<file path="src/rtl/pec_ram_fifo_ctrl_if.sv">
// pec_ram_fifo_ctrl_if: push/pop handshakes, RAM strobes and status of the PEC RAM FIFO controller
//   push_valid/push_ready/push_data : upstream valid/ready stream
//   pop_valid/pop_ready/pop_data    : downstream valid/ready stream
//   ram_addr_w/ram_addr_r/ram_write_en/ram_read_en/ram_data_in/ram_data_out : single-port RAM side
//   fifo_cnt/full/empty             : occupancy status
//   slave modport = controller side, master modport = environment side
interface pec_ram_fifo_ctrl_if #(
   parameter int DEPTH_BIT  = 6,
   parameter int DATA_WIDTH = 28
);
   logic                  push_valid;
   logic                  push_ready;
   logic [DATA_WIDTH-1:0] push_data;
   logic                  pop_valid;
   logic                  pop_ready;
   logic [DATA_WIDTH-1:0] pop_data;
   logic [DEPTH_BIT-1:0]  ram_addr_w;
   logic [DEPTH_BIT-1:0]  ram_addr_r;
   logic                  ram_write_en;
   logic                  ram_read_en;
   logic [DATA_WIDTH-1:0] ram_data_in;
   logic [DATA_WIDTH-1:0] ram_data_out;
   logic [DEPTH_BIT:0]    fifo_cnt;
   logic                  full;
   logic                  empty;
   modport slave (
      input  push_valid, push_data, pop_ready, ram_data_out,
      output push_ready, pop_valid, pop_data, ram_addr_w, ram_addr_r,
             ram_write_en, ram_read_en, ram_data_in, fifo_cnt, full, empty
   );
   modport master (
      output push_valid, push_data, pop_ready, ram_data_out,
      input  push_ready, pop_valid, pop_data, ram_addr_w, ram_addr_r,
             ram_write_en, ram_read_en, ram_data_in, fifo_cnt, full, empty
   );
endinterface

</file>
<file path="src/rtl/pec_ram_fifo_ctrl.sv">
// pec_ram_fifo_ctrl: FIFO controller in front of the single-port partial-sum RAM, with a 2-entry output skid buffer
//   clk, rst : clock, synchronous active-high reset
//   bus      : pec_ram_fifo_ctrl_if.slave (push stream, pop stream, RAM strobes/addresses/data, fifo_cnt/full/empty)
//   PEC_FIFO_BYPASS_EN : when defined, pushes into an otherwise empty pipeline go straight to the output buffer
module pec_ram_fifo_ctrl #(
   parameter int DEPTH_BIT  = 6,
   parameter int DATA_WIDTH = 28
) (
   input logic                clk,
   input logic                rst,
   pec_ram_fifo_ctrl_if.slave bus
);
   logic [DEPTH_BIT-1:0]  wr_ptr_q, wr_ptr_d, rd_ptr_q, rd_ptr_d;
   logic [DEPTH_BIT:0]    ram_cnt_q, ram_cnt_d, fifo_cnt;
   logic                  rd_inflight_q, rd_inflight_d, prio_rd_q, prio_rd_d;
   logic [1:0]            ob_cnt_q, ob_cnt_d;
   logic                  ob_head_q, ob_head_d, ob_tail;
   logic [DATA_WIDTH-1:0] ob_data_q [2];
   logic [DATA_WIDTH-1:0] ob_data_d [2];
   logic                  full, rd_req, push_ready, pop_valid, wr_go, rd_go, byp, cap, pop, conflict;
   logic [DATA_WIDTH-1:0] cap_data;
   always_comb begin
      // ram_cnt never exceeds DEPTH, so its MSB alone means full
      full          = ram_cnt_q[DEPTH_BIT];
      // a read is only issued if its return is guaranteed a free output-buffer slot
      rd_req        = !rst && ram_cnt_q != '0 && (ob_cnt_q + 2'(rd_inflight_q)) < 2'd2;
`ifdef PEC_FIFO_BYPASS_EN
      byp           = !rst && bus.push_valid && ram_cnt_q == '0 && !rd_inflight_q && ob_cnt_q != 2'd2;
`else
      byp           = 1'b0;
`endif
      push_ready    = !rst && (byp || (!full && !(rd_req && prio_rd_q)));
      wr_go         = bus.push_valid && push_ready && !byp;
      rd_go         = rd_req && !wr_go;
      conflict      = bus.push_valid && !full && rd_req;
      prio_rd_d     = prio_rd_q ^ conflict;
      wr_ptr_d      = wr_ptr_q + DEPTH_BIT'(wr_go);
      rd_ptr_d      = rd_ptr_q + DEPTH_BIT'(rd_go);
      ram_cnt_d     = ram_cnt_q + (DEPTH_BIT+1)'(wr_go) - (DEPTH_BIT+1)'(rd_go);
      rd_inflight_d = rd_go;
      pop_valid     = !rst && ob_cnt_q != 2'd0;
      pop           = pop_valid && bus.pop_ready;
      // bypass never coincides with a read return (it requires no read in flight)
      cap           = rd_inflight_q || byp;
      cap_data      = byp ? bus.push_data : bus.ram_data_out;
      // capture never happens with two entries held, so bit 0 of the count picks the tail slot
      ob_tail       = ob_head_q ^ ob_cnt_q[0];
      ob_data_d[0]  = (cap && !ob_tail) ? cap_data : ob_data_q[0];
      ob_data_d[1]  = (cap && ob_tail) ? cap_data : ob_data_q[1];
      ob_head_d     = ob_head_q ^ pop;
      ob_cnt_d      = ob_cnt_q + 2'(cap) - 2'(pop);
      fifo_cnt      = ram_cnt_q + (DEPTH_BIT+1)'(rd_inflight_q) + (DEPTH_BIT+1)'(ob_cnt_q);
   end
   always_ff @(posedge clk) begin
      if (rst) begin
         wr_ptr_q      <= '0;
         rd_ptr_q      <= '0;
         ram_cnt_q     <= '0;
         rd_inflight_q <= 1'b0;
         prio_rd_q     <= 1'b0;
         ob_cnt_q      <= '0;
         ob_head_q     <= 1'b0;
         ob_data_q     <= '{default: '0};
      end else begin
         wr_ptr_q      <= wr_ptr_d;
         rd_ptr_q      <= rd_ptr_d;
         ram_cnt_q     <= ram_cnt_d;
         rd_inflight_q <= rd_inflight_d;
         prio_rd_q     <= prio_rd_d;
         ob_cnt_q      <= ob_cnt_d;
         ob_head_q     <= ob_head_d;
         ob_data_q     <= ob_data_d;
      end
   end
   assign bus.push_ready   = push_ready;
   assign bus.pop_valid    = pop_valid;
   assign bus.pop_data     = ob_data_q[ob_head_q];
   assign bus.ram_addr_w   = wr_ptr_q;
   assign bus.ram_addr_r   = rd_ptr_q;
   assign bus.ram_write_en = wr_go;
   assign bus.ram_read_en  = rd_go;
   assign bus.ram_data_in  = bus.push_data;
   assign bus.fifo_cnt     = fifo_cnt;
   assign bus.full         = !rst && full;
   assign bus.empty        = rst || fifo_cnt == '0;
endmodule

</file>
<file path="src/flat_wrapper.sv">
// flat-port wrapper written by rule: the top's interface ports become plain ports
module pec_ram_fifo_ctrl_flat 
#(
   parameter int DEPTH_BIT  = 6,
   parameter int DATA_WIDTH = 28
)
  (clk, rst, bus_push_valid, bus_push_data, bus_pop_ready, bus_ram_data_out, bus_push_ready, bus_pop_valid, bus_pop_data, bus_ram_addr_w, bus_ram_addr_r, bus_ram_write_en, bus_ram_read_en, bus_ram_data_in, bus_fifo_cnt, bus_full, bus_empty);
  pec_ram_fifo_ctrl_if #(.DEPTH_BIT(DEPTH_BIT), .DATA_WIDTH(DATA_WIDTH)) bus_i ();
  input logic clk;
  input logic rst;
  input wire logic [$bits(bus_i.push_valid)-1:0] bus_push_valid;
  input wire logic [$bits(bus_i.push_data)-1:0] bus_push_data;
  input wire logic [$bits(bus_i.pop_ready)-1:0] bus_pop_ready;
  input wire logic [$bits(bus_i.ram_data_out)-1:0] bus_ram_data_out;
  output wire logic [$bits(bus_i.push_ready)-1:0] bus_push_ready;
  output wire logic [$bits(bus_i.pop_valid)-1:0] bus_pop_valid;
  output wire logic [$bits(bus_i.pop_data)-1:0] bus_pop_data;
  output wire logic [$bits(bus_i.ram_addr_w)-1:0] bus_ram_addr_w;
  output wire logic [$bits(bus_i.ram_addr_r)-1:0] bus_ram_addr_r;
  output wire logic [$bits(bus_i.ram_write_en)-1:0] bus_ram_write_en;
  output wire logic [$bits(bus_i.ram_read_en)-1:0] bus_ram_read_en;
  output wire logic [$bits(bus_i.ram_data_in)-1:0] bus_ram_data_in;
  output wire logic [$bits(bus_i.fifo_cnt)-1:0] bus_fifo_cnt;
  output wire logic [$bits(bus_i.full)-1:0] bus_full;
  output wire logic [$bits(bus_i.empty)-1:0] bus_empty;
  assign bus_i.push_valid = bus_push_valid;
  assign bus_i.push_data = bus_push_data;
  assign bus_i.pop_ready = bus_pop_ready;
  assign bus_i.ram_data_out = bus_ram_data_out;
  assign bus_push_ready = bus_i.push_ready;
  assign bus_pop_valid = bus_i.pop_valid;
  assign bus_pop_data = bus_i.pop_data;
  assign bus_ram_addr_w = bus_i.ram_addr_w;
  assign bus_ram_addr_r = bus_i.ram_addr_r;
  assign bus_ram_write_en = bus_i.ram_write_en;
  assign bus_ram_read_en = bus_i.ram_read_en;
  assign bus_ram_data_in = bus_i.ram_data_in;
  assign bus_fifo_cnt = bus_i.fifo_cnt;
  assign bus_full = bus_i.full;
  assign bus_empty = bus_i.empty;
  pec_ram_fifo_ctrl #(.DEPTH_BIT(DEPTH_BIT), .DATA_WIDTH(DATA_WIDTH)) u_core (.clk(clk), .rst(rst), .bus(bus_i));
endmodule
</file>
<file path="config.mk">
export PLATFORM = sky130hd
export DESIGN_NAME = pec_ram_fifo_ctrl_flat
export DESIGN_NICKNAME = d
export VERILOG_FILES = /design/src/rtl/pec_ram_fifo_ctrl_if.sv /design/src/rtl/pec_ram_fifo_ctrl.sv /design/src/flat_wrapper.sv
export SDC_FILE = /design/constraint.sdc
export NUM_CORES = 1
export LEC_CHECK = 0
export CAP_MARGIN = 20
export CORE_MARGIN = 5
export CORE_UTILIZATION = 49
export CTS_BUF_LIST = sky130_fd_sc_hd__clkbuf_16
export CTS_CLUSTER_DIAMETER = 60
export DETAILED_ROUTE_END_ITERATION = 12
export GPL_TIMING_DRIVEN = 1
export PLACE_DENSITY = 0.83
export SYNTH_ARGS = -nofsm -noshare
export SYNTH_HDL_FRONTEND = slang
export SYNTH_SLANG_ARGS = --single-unit
export TNS_END_PERCENT = 1
</file>
<file path="constraint.sdc">
create_clock -name clk -period 4.7 [get_ports clk]
set_input_delay 0.94 -clock clk [delete_from_list [all_inputs] [get_ports clk]]
set_output_delay 0.94 -clock clk [all_outputs]
set_load 0.005 [all_outputs]
</file>
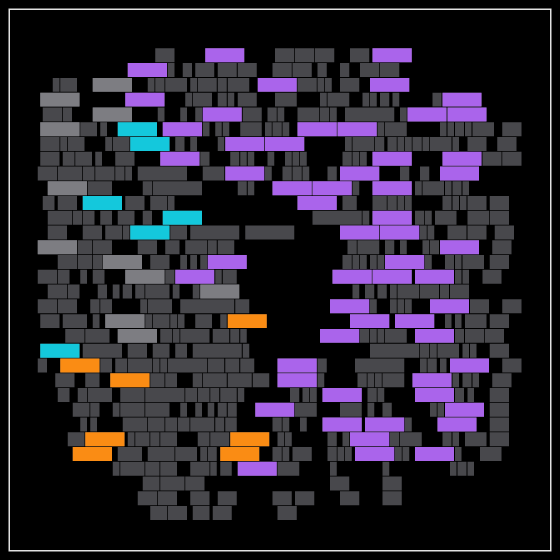
Fig. 1. Where the registers sit.
Other sequential cells in the stronger grey, the rest of the logic in the fainter grey.
cyan -> u_core.bus.ram_addr_r  # sequential cells 6
purple -> u_core.ob_data_q  # sequential cells 56
orange -> u_core.ram_cnt_q  # sequential cells 7, where lower left
not coloured = 11

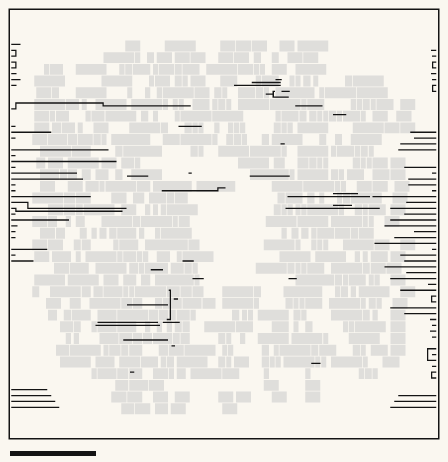
Fig. 2. M3 wires.
Bar = 20 um.
main direction = horizontal
longest straight run = 24.6 um
nets with wire on the layer = 92
share of all routed wire = 7.8%
global routing usage on met3: 5.470%
Via Count: 3234

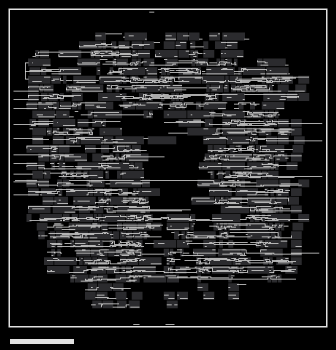
Fig. 3. Metal 1.
Bar = 20 um.
nets with wire on the layer = 501
main direction = horizontal

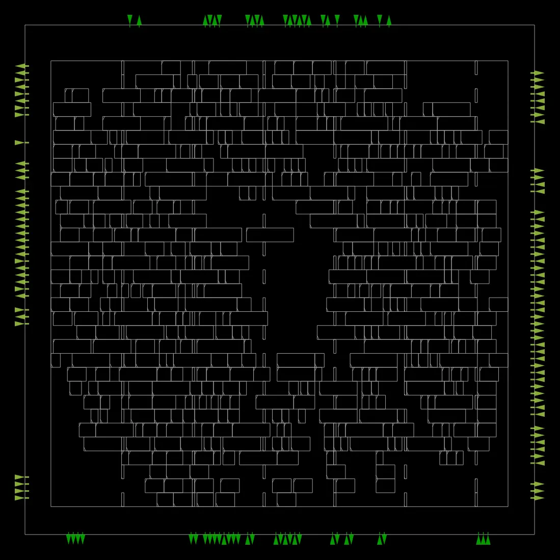
Fig. 4. Cell placement.
register fraction of the total cell area: 32.78%
Std-Cell Rows: 32
Std-Cell Core Area: 7767 sq um
Non-Filler Instances: 616

==> results.md <==
| Item | This run | Unit |
| --- | --- | --- |
| Result of the run | finished clean | - |
| Fraction of the yosys area taken by sequential cells | 40.83 | % |
| Top register by number of flip-flops | u_core.ob_data_q | - |
| Overall die height | 99.47 | um |
| Placed instance area | 4588 | sq um |
| Endpoint of the most critical setup path | bus_empty | - |
| Floorplan utilization | 50.50 | % |
| Critical path cell sequence | inv_1 -> fa_1 -> fa_1 -> nand2b_4 -> or3_1 -> a2111o_1 -> o31ai_2 -> clkdlybuf4s50_1 | - |
| Clock Power Share | 21.8 | % |
| Met2 demand-to-capacity share in global routing | 32.70 | % |
| Share of post-route cells with drive strength above 1 | 10.51 | % |
| Area Growth Syn to Fin | 24.56 | % |
| Final WL | 9.476 | mm |
| Share of power burned in combinational logic | 44.2 | % |
| Grt ovf | 0 | - |
| Clock buffers created by TritonCTS | 9 | - |
| TAP cells | 102 | - |
| Non-clock inverter count | 15 | - |
| Dpl cells | 599 | - |
| Yosys stat cell total | 462 | - |
| Biggest area consumer among synthesized cells | dfxtp_1 | - |
| Sw Pwr | 0.9869 | mW |
| Count of tool warnings | 31 | - |
| R2r setup slk | 1830 | ps |
| Buffer and inverter count on the worst path | 2 | - |
| Adder-cell share of the synthesized area | 7.273 | % |
| Reg2reg path depth | 11 | - |
| Most common cell after layout, fill and taps aside | nand2_1 | - |
| Total power per unit cell area | 569.3 | nW/um^2 |
| Routability congestion estimate | 0.8234 | - |
| Number of inserted filler cells in the final layout | 634 | - |
| Tcrit/Tclk final | 91.02 | % |
| Post-cts hold-fix buffer tally | 0 | - |
| Cell types with the largest area share after synthesis | dfxtp_1 41%, nand2_1 11%, mux2_2 8.0% | - |
| Count of synthesis-stage warnings from yosys | 0 | - |
| Gr usage total | 18.60 | % |
| Total Die Area | 9894 | sq um |
| Global-route layer with the greatest usage | met2 | - |
| Register clock-pin slew on the reported worst setup and hold paths | 60 | ps |
| Max-cap violations | 0 | - |
| RR Endpoint | u_core.ram_cnt_q[6]$_SDFF_PP0_ | - |
| Highest-count cells in the layout ignoring fill and taps | 115 x nand2_1, 83 x clkdlybuf4s50_1, 80 x dfxtp_1 | - |
| Peak supply drop | 0.4266 | mV |
| Post-synth tally of flip-flops with integrated enable | 0 | - |
| Reg2Reg Launch Point | u_core.ram_cnt_q[2]$_SDFF_PP0_ | - |
| Clk_buf instances | 9 | - |
| Most Frequent Cell on Critical Path | fa_1 | - |
| Chip area in the Yosys report | 3923 | sq um |
| Destination of the worst hold path | u_core.ob_data_q[11]$_SDFFE_PP0P_ | - |
| Kind of cell with the highest combined delay on the critical path | adder cells | - |
| I/O pin count | 141 | - |
| Multiplexer share of the synthesized area | 8.038 | % |
| Number of search-and-repair iterations in the first detailed-routing pass | 4 | - |
| Final-report setup violation count | 0 | - |
| Share of power burned in registers | 33.9 | % |
| Fraction of the mapped netlist area in compound gates | 11.23 | % |
| Non-clock buffer contribution to total cell area | 18.44 | % |
| FF/Latch Area | 1602 | sq um |
| Initial detailed-routing violation count | 128 | - |
| Port bufs | 84 | - |
| Combinational Gates | 315 | - |
| Post-route clock skew | 4.265 | ps |
| Most common flop cell mapped by yosys | dfxtp_1 | - |
| Top cells by count, synth | 115 x nand2_1, 80 x dfxtp_1, 60 x a21oi_1 | - |
| Main power group | combinational cells | - |
| Hold slack final | 451.2 | ps |
| Largest register FFs | 56 | - |
| Highest routing layer actually used | met4 | - |
| Number of sinks driven by the clock tree | 80 | - |
| Stages on worst setup path | 8 | - |
| Final std cell area, no fill | 4886 | sq um |
| Post-Syn Area | 3923 | sq um |
| Fraction of synthesized cell area taken by the top area cell type | 40.83 | % |
| Max-slew headroom at the worst pin | 42.90 | % |
| Sequential group power | 0.944 | mW |
| Crit-path max cell delay | 530 | ps |
Power and IR drop assume default switching activity.
